[config.mk]
export PLATFORM = sky130hd
export DESIGN_NAME = prbs_sat_cnt
export DESIGN_NICKNAME = d
export VERILOG_FILES = /design/src/rtl/prbs_checker_sat_cnt.sv
export SDC_FILE = /design/constraint.sdc
export NUM_CORES = 1
export LEC_CHECK = 0
export ABC_AREA = 1
export CAP_MARGIN = 10
export CELL_PAD_IN_SITES_DETAIL_PLACEMENT = 1
export CELL_PAD_IN_SITES_GLOBAL_PLACEMENT = 2
export CORE_MARGIN = 5
export CORE_UTILIZATION = 31
export CTS_BUF_LIST = sky130_fd_sc_hd__clkbuf_8
export CTS_CLUSTER_DIAMETER = 200
export CTS_CLUSTER_SIZE = 30
export DETAILED_ROUTE_END_ITERATION = 8
export GPL_TIMING_DRIVEN = 0
export PLACE_DENSITY = 0.95
export SYNTH_ARGS = -nofsm -noshare
export SYNTH_HDL_FRONTEND = slang
export SYNTH_SLANG_ARGS = --single-unit
[constraint.sdc]
create_clock -name clk -period 2.2 [get_ports clk]
set_input_delay 0.55 -clock clk [delete_from_list [all_inputs] [get_ports clk]]
set_output_delay 0.55 -clock clk [all_outputs]
set_load 0.02 [all_outputs]
[src/rtl/prbs_checker_sat_cnt.sv]
// Saturating accumulator with synchronous clear; clear beats a same-cycle add.
module prbs_sat_cnt #(
  parameter int unsigned W  = 16,
  parameter int unsigned IW = 1
) (
  input  logic          clk,
  input  logic          rst,
  input  logic          clr,
  input  logic          en,
  input  logic [IW-1:0] inc,
  output logic [W-1:0]  cnt
);

  localparam int unsigned SW = ((W > IW) ? W : IW) + 1;
  localparam logic [SW-1:0] MAXV = SW'({W{1'b1}});

  logic [SW-1:0] sum;

  assign sum = SW'(cnt) + SW'(inc);

  always_ff @(posedge clk or posedge rst) begin
    if (rst) begin
      cnt <= '0;
    end else if (clr) begin
      cnt <= '0;
    end else if (en) begin
      cnt <= (sum > MAXV) ? {W{1'b1}} : W'(sum);
    end
  end

endmodule

==> flow_metrics.env, run 1 <==
# implementation run metrics
export IMPL_fp_util_pct=32.4
export IMPL_edf_count=0
export IMPL_wl_met1_mm=1.48
export IMPL_crit_path_frequent_cell="nand2_1"
export IMPL_synthDistinctLibCells=19
export IMPL_dp_worst_setup_slack_ps=-61.0
export IMPL_outcome="complete, no violations"
export IMPL_syn_avg_cell_area_sq_um=6.69
export IMPL_fmax_mhz=507
export IMPL_slew_headroom_pct=56.0
export IMPL_dr_pass1_iters=4
export IMPL_hold_buffers=0
export IMPL_ys_ff=16
export IMPL_cts_path_max_buffers=2
export IMPL_cts_resized=0
export IMPL_yosysWarningCount=0
export IMPL_hpwlAfterDp_mm=2.34
export IMPL_grt_max_degree=17
export IMPL_numCtsBuffers=3
export IMPL_synthCells=163
-- run 1: worst max-delay path: cells and delay by family --
kind	cells	cell delay, ps
buffers and inverters	2	670
adders and majority gates	1	180
and+or+nand+nor	8	770
-- run 1: final cells by class --
class,count,area [sq um]
Multi-Input combinational cell,131,621
Tap cell,46,57.6
Inverter,13,48.8
Sequential cell,16,400
Clock buffer,4,55.1
Buffer,3,20.0
Timing Repair Buffer,20,200
Fill cell,463,1960
-- run 1: placed cells by master (no fill, tap or decap), drive strengths merged --
cell / synthesis / layout
o21ai: 9 / 9
ha: 2 / 2
nor2: 19 / 19
dfrtp: 16 / 16
clkdlybuf4s50: 0 / 20
nand3b: 1 / 1
nand2: 82 / 82
nand4: 4 / 4
nand3: 5 / 5
clkbuf: 1 / 5
buf: 2 / 2
inv: 13 / 13
xor2: 7 / 7
o21bai: 2 / 2
-- run 1: final timing paths --
| check | startpoint | endpoint | slack, ps | cells after the start |
|---|---|---|---|---|
| max in group asynchronous | rst | cnt[8]$_DFFE_PP0P_ | 1090 | 2 |
| min reg2reg | cnt[15]$_DFFE_PP0P_ | cnt[15]$_DFFE_PP0P_ | 540 | 2 |
| min | cnt[15]$_DFFE_PP0P_ | cnt[15]$_DFFE_PP0P_ | 540 | 2 |
| max reg2reg | cnt[0]$_DFFE_PP0P_ | cnt[11]$_DFFE_PP0P_ | 610 | 10 |
| max | inc | cnt[11]$_DFFE_PP0P_ | 230 | 11 |
| min in group asynchronous | rst | cnt[3]$_DFFE_PP0P_ | 690 | 2 |
-- run 1: where the power goes --
group | switching (W) | internal [W]
registers | 0.00000632 | 0.000299
clock network | 0.000111 | 0.000159
logic | 0.0000356 | 0.0000231
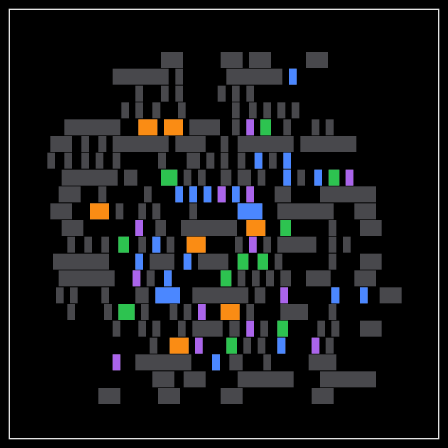
Run 1: selected gate families
inverters -> purple  # cells 13, most used inv_1
XOR/XNOR gates -> orange  # cells 7, most used xor2_1
NOR gates -> blue  # cells 19, most used nor2_1, where middle
inverting AOI/OAI gates -> green  # cells 11, most used o21ai_0
most frequent logic cell in the layout: nand2_1
fin cells: 233
Comb area share: 44.2%

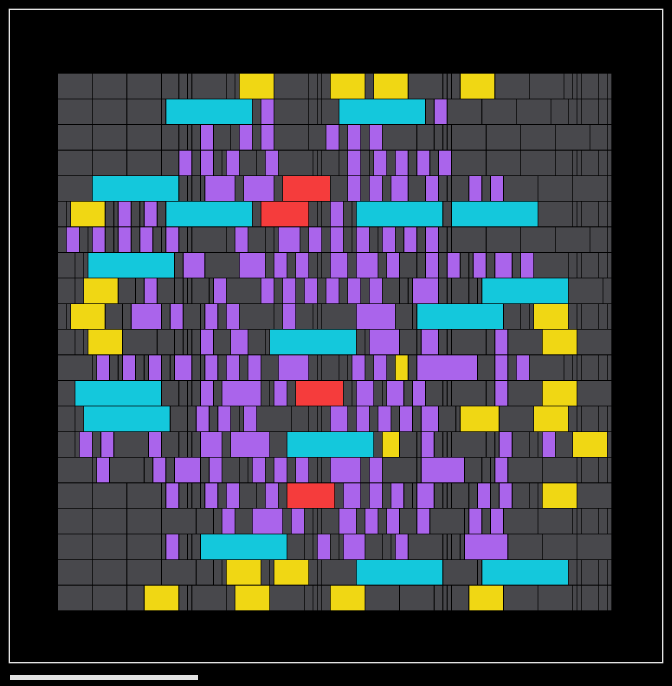
Run 1: placement by cell class
Bar = 20 um. Fill, decap, tap and diode cells in grey.
flip-flops -> cyan  # cells 16, share of their area 30%
all other logic -> purple  # cells 144, share of their area 50%
other buffers and delay cells -> yellow  # cells 23, share of their area 16%
clock drivers and dummy loads -> red  # cells 4, share of their area 4.1%
final core utilization: 41.7%
Seq/total area: 28.5%
final instance area: 0.00140 sq mm

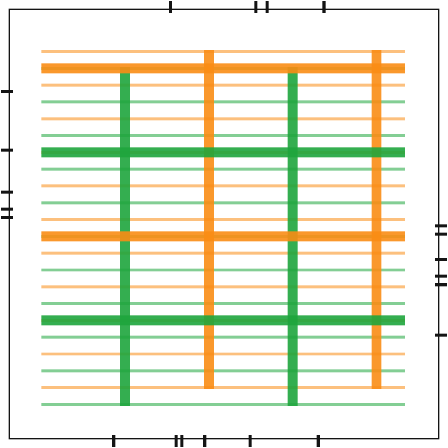
Run 1: floorplan with the power grid
Pins as bars on the die edge.
VSS -> green
VDD -> orange
rows = 21
met5 straps = 4
signal pins = 21
met4 straps = 4
met1 rails = 22

Run 1, clock wiring as the flow saved it:
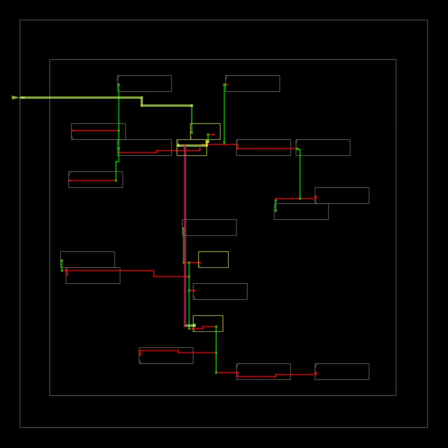

--- run 2 (diff from run 1) ---
--- a/config.mk
+++ b/config.mk
@@ -12,11 +12,12 @@
 export CORE_MARGIN = 5
 export CORE_UTILIZATION = 31
 export CTS_BUF_LIST = sky130_fd_sc_hd__clkbuf_8
-export CTS_CLUSTER_DIAMETER = 200
+export CTS_CLUSTER_DIAMETER = 60
 export CTS_CLUSTER_SIZE = 30
 export DETAILED_ROUTE_END_ITERATION = 8
 export GPL_TIMING_DRIVEN = 0
 export PLACE_DENSITY = 0.95
+export SETUP_SLACK_MARGIN = 0.3
 export SYNTH_ARGS = -nofsm -noshare
 export SYNTH_HDL_FRONTEND = slang
 export SYNTH_SLANG_ARGS = --single-unit
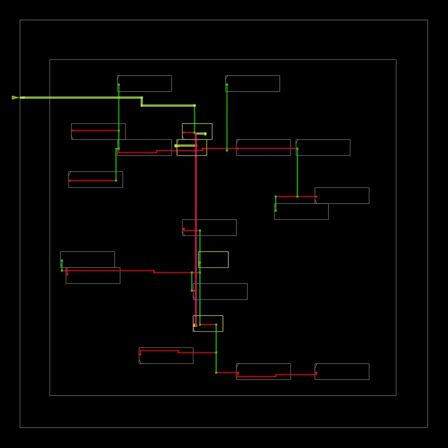
Run 2: clock wiring as the flow saved it
Clock Skew: 4.18 ps
clk_buf instances: 4
P_clk: 0.000272 W

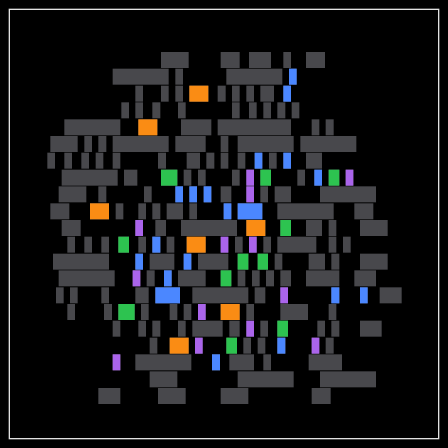
Run 2: selected gate families
inverting AOI/OAI gates -> green  # cells 11, most used o21ai_0
NOR gates -> blue  # cells 19, most used nor2_1, where middle
inverters -> purple  # cells 13, most used inv_1
XOR/XNOR gates -> orange  # cells 7, most used xor2_1

==> flow_metrics.env, run 2 <==
# implementation run metrics
export IMPL_power_frac_seq_pct=48.0
export IMPL_dp_worst_setup_slack_ps=-61.0
export IMPL_numCtsBuffers=3
export IMPL_p_int_w=0.000481
export IMPL_hold_start="cnt[15]$_DFFE_PP0P_"
export IMPL_hold_buffers=0
export IMPL_crit_family="buffers and inverters"
export IMPL_setup_viol=0
export IMPL_cts_path_max_buffers=2
export IMPL_fp_util_pct=32.4
export IMPL_nFillCells=458
export IMPL_min_period_ps=1840
export IMPL_outcome="complete, no violations"
export IMPL_combPwrFrac_pct=9.3
export IMPL_cts_resized=9
export IMPL_synth_area_sq_mm=0.00109
export IMPL_fmax_mhz=544
export IMPL_hold_end="cnt[15]$_DFFE_PP0P_"
export IMPL_hpwlAfterDp_mm=2.34
export IMPL_critPathBufInv=1
export IMPL_ys_ff=16
export IMPL_timing_rr_start="cnt[0]$_DFFE_PP0P_"
export IMPL_grt_pass1_vias=1229
export IMPL_slew_headroom_pct=55.1
export IMPL_cts_root_buf="clkbuf_8"
export IMPL_dr_pass1_iters=4
export IMPL_critPathMaxFanout=4
export IMPL_reg2regPathDepth=10
export IMPL_grtUsageTotal_pct=14.9
export IMPL_drt_total_wl_mm=3.36
export IMPL_power_leader="registers"
export IMPL_p_sw_share_pct=24.5
export IMPL_p_sw_w=0.000156
export IMPL_grt_max_degree=17
export IMPL_layout_top_cell="nand2_1"
export IMPL_edf_count=0
export IMPL_powerComb_w=0.0000592
export IMPL_final_cells=238
export IMPL_yosysWarningCount=0
export IMPL_holdPathStages=2
export IMPL_utilization_pct=44.3
export IMPL_r2r_end="cnt[13]$_DFFE_PP0P_"
export IMPL_reg2reg_slack_ps=530
export IMPL_syn_avg_cell_area_sq_um=6.69
export IMPL_drc_errors=0
export IMPL_synthDistinctLibCells=19
export IMPL_final_cell_mix="nand2_1, nor2_1, dfrtp_1"
export IMPL_tool_warnings=28
export IMPL_postCtsSetupRepairBufs=3
export IMPL_powerSeq_w=0.000306
[run 2: how the worst max path moves through the flow]
| stage | from | to | slack, ps | depth (start not counted) |
|---|---|---|---|---|
| after floorplan | inc | cnt[0]$_DFFE_PP0P_ | 620 | 10 |
| after global placement | inc | cnt[11]$_DFFE_PP0P_ | -10 | 11 |
| after detailed placement | inc | cnt[8]$_DFFE_PP0P_ | -60 | 11 |
| after CTS | cnt[1]$_DFFE_PP0P_ | cnt[1] | 270 | 1 |
| after global routing | inc | cnt[13]$_DFFE_PP0P_ | 310 | 9 |
| final | cnt[0]$_DFFE_PP0P_ | cnt[0] | 360 | 1 |
[run 2: final cells by class]
| class | count | area (sq um) | share of cell area [%] |
|---|---|---|---|
| inverter | 13 | 48.8 | 3.27 |
| buffer | 3 | 23.8 | 1.59 |
| tap | 46 | 57.6 | 3.86 |
| multi-input combinational | 131 | 628 | 42.1 |
| timing repair buffer | 25 | 278 | 18.6 |
| clock buffer | 4 | 55.1 | 3.69 |
| sequential | 16 | 400 | 26.8 |
[run 2: metrics by stage]
| stage | hold slack [ps] | TNS (ps) | cell area, sq um |
|---|---|---|---|
| floorplan | 464 | 0 | 1090 |
| global placement | 517 | -79.9 | 1350 |
| detailed placement | 533 | -560 | 1350 |
| CTS | 549 | 0 | 1460 |
| global route | 590 | 0 | 1490 |
| finish | 559 | 0 | 1490 |
[run 2: per-layer routing]
metal / track usage (%) / share of wire, %
met4: 6.72 / 1.8
met1: 18.8 / 46
met5: 0 / 0
met2: 24.4 / 49
met3: 3.19 / 3.6
[run 2: cells by family (layout without fill, tap and decap cells)]
kind of cell / count (synthesis) / after routing
AOI/OAI and AO/OA: 11 / 11
buffers and inverters: 16 / 45
and+or+nand+nor: 111 / 111
DFF: 16 / 16
xor gates and xnor gates: 7 / 7
adders and majority gates: 2 / 2
Power figures rest on the tool's default switching activity, not on a simulated workload.
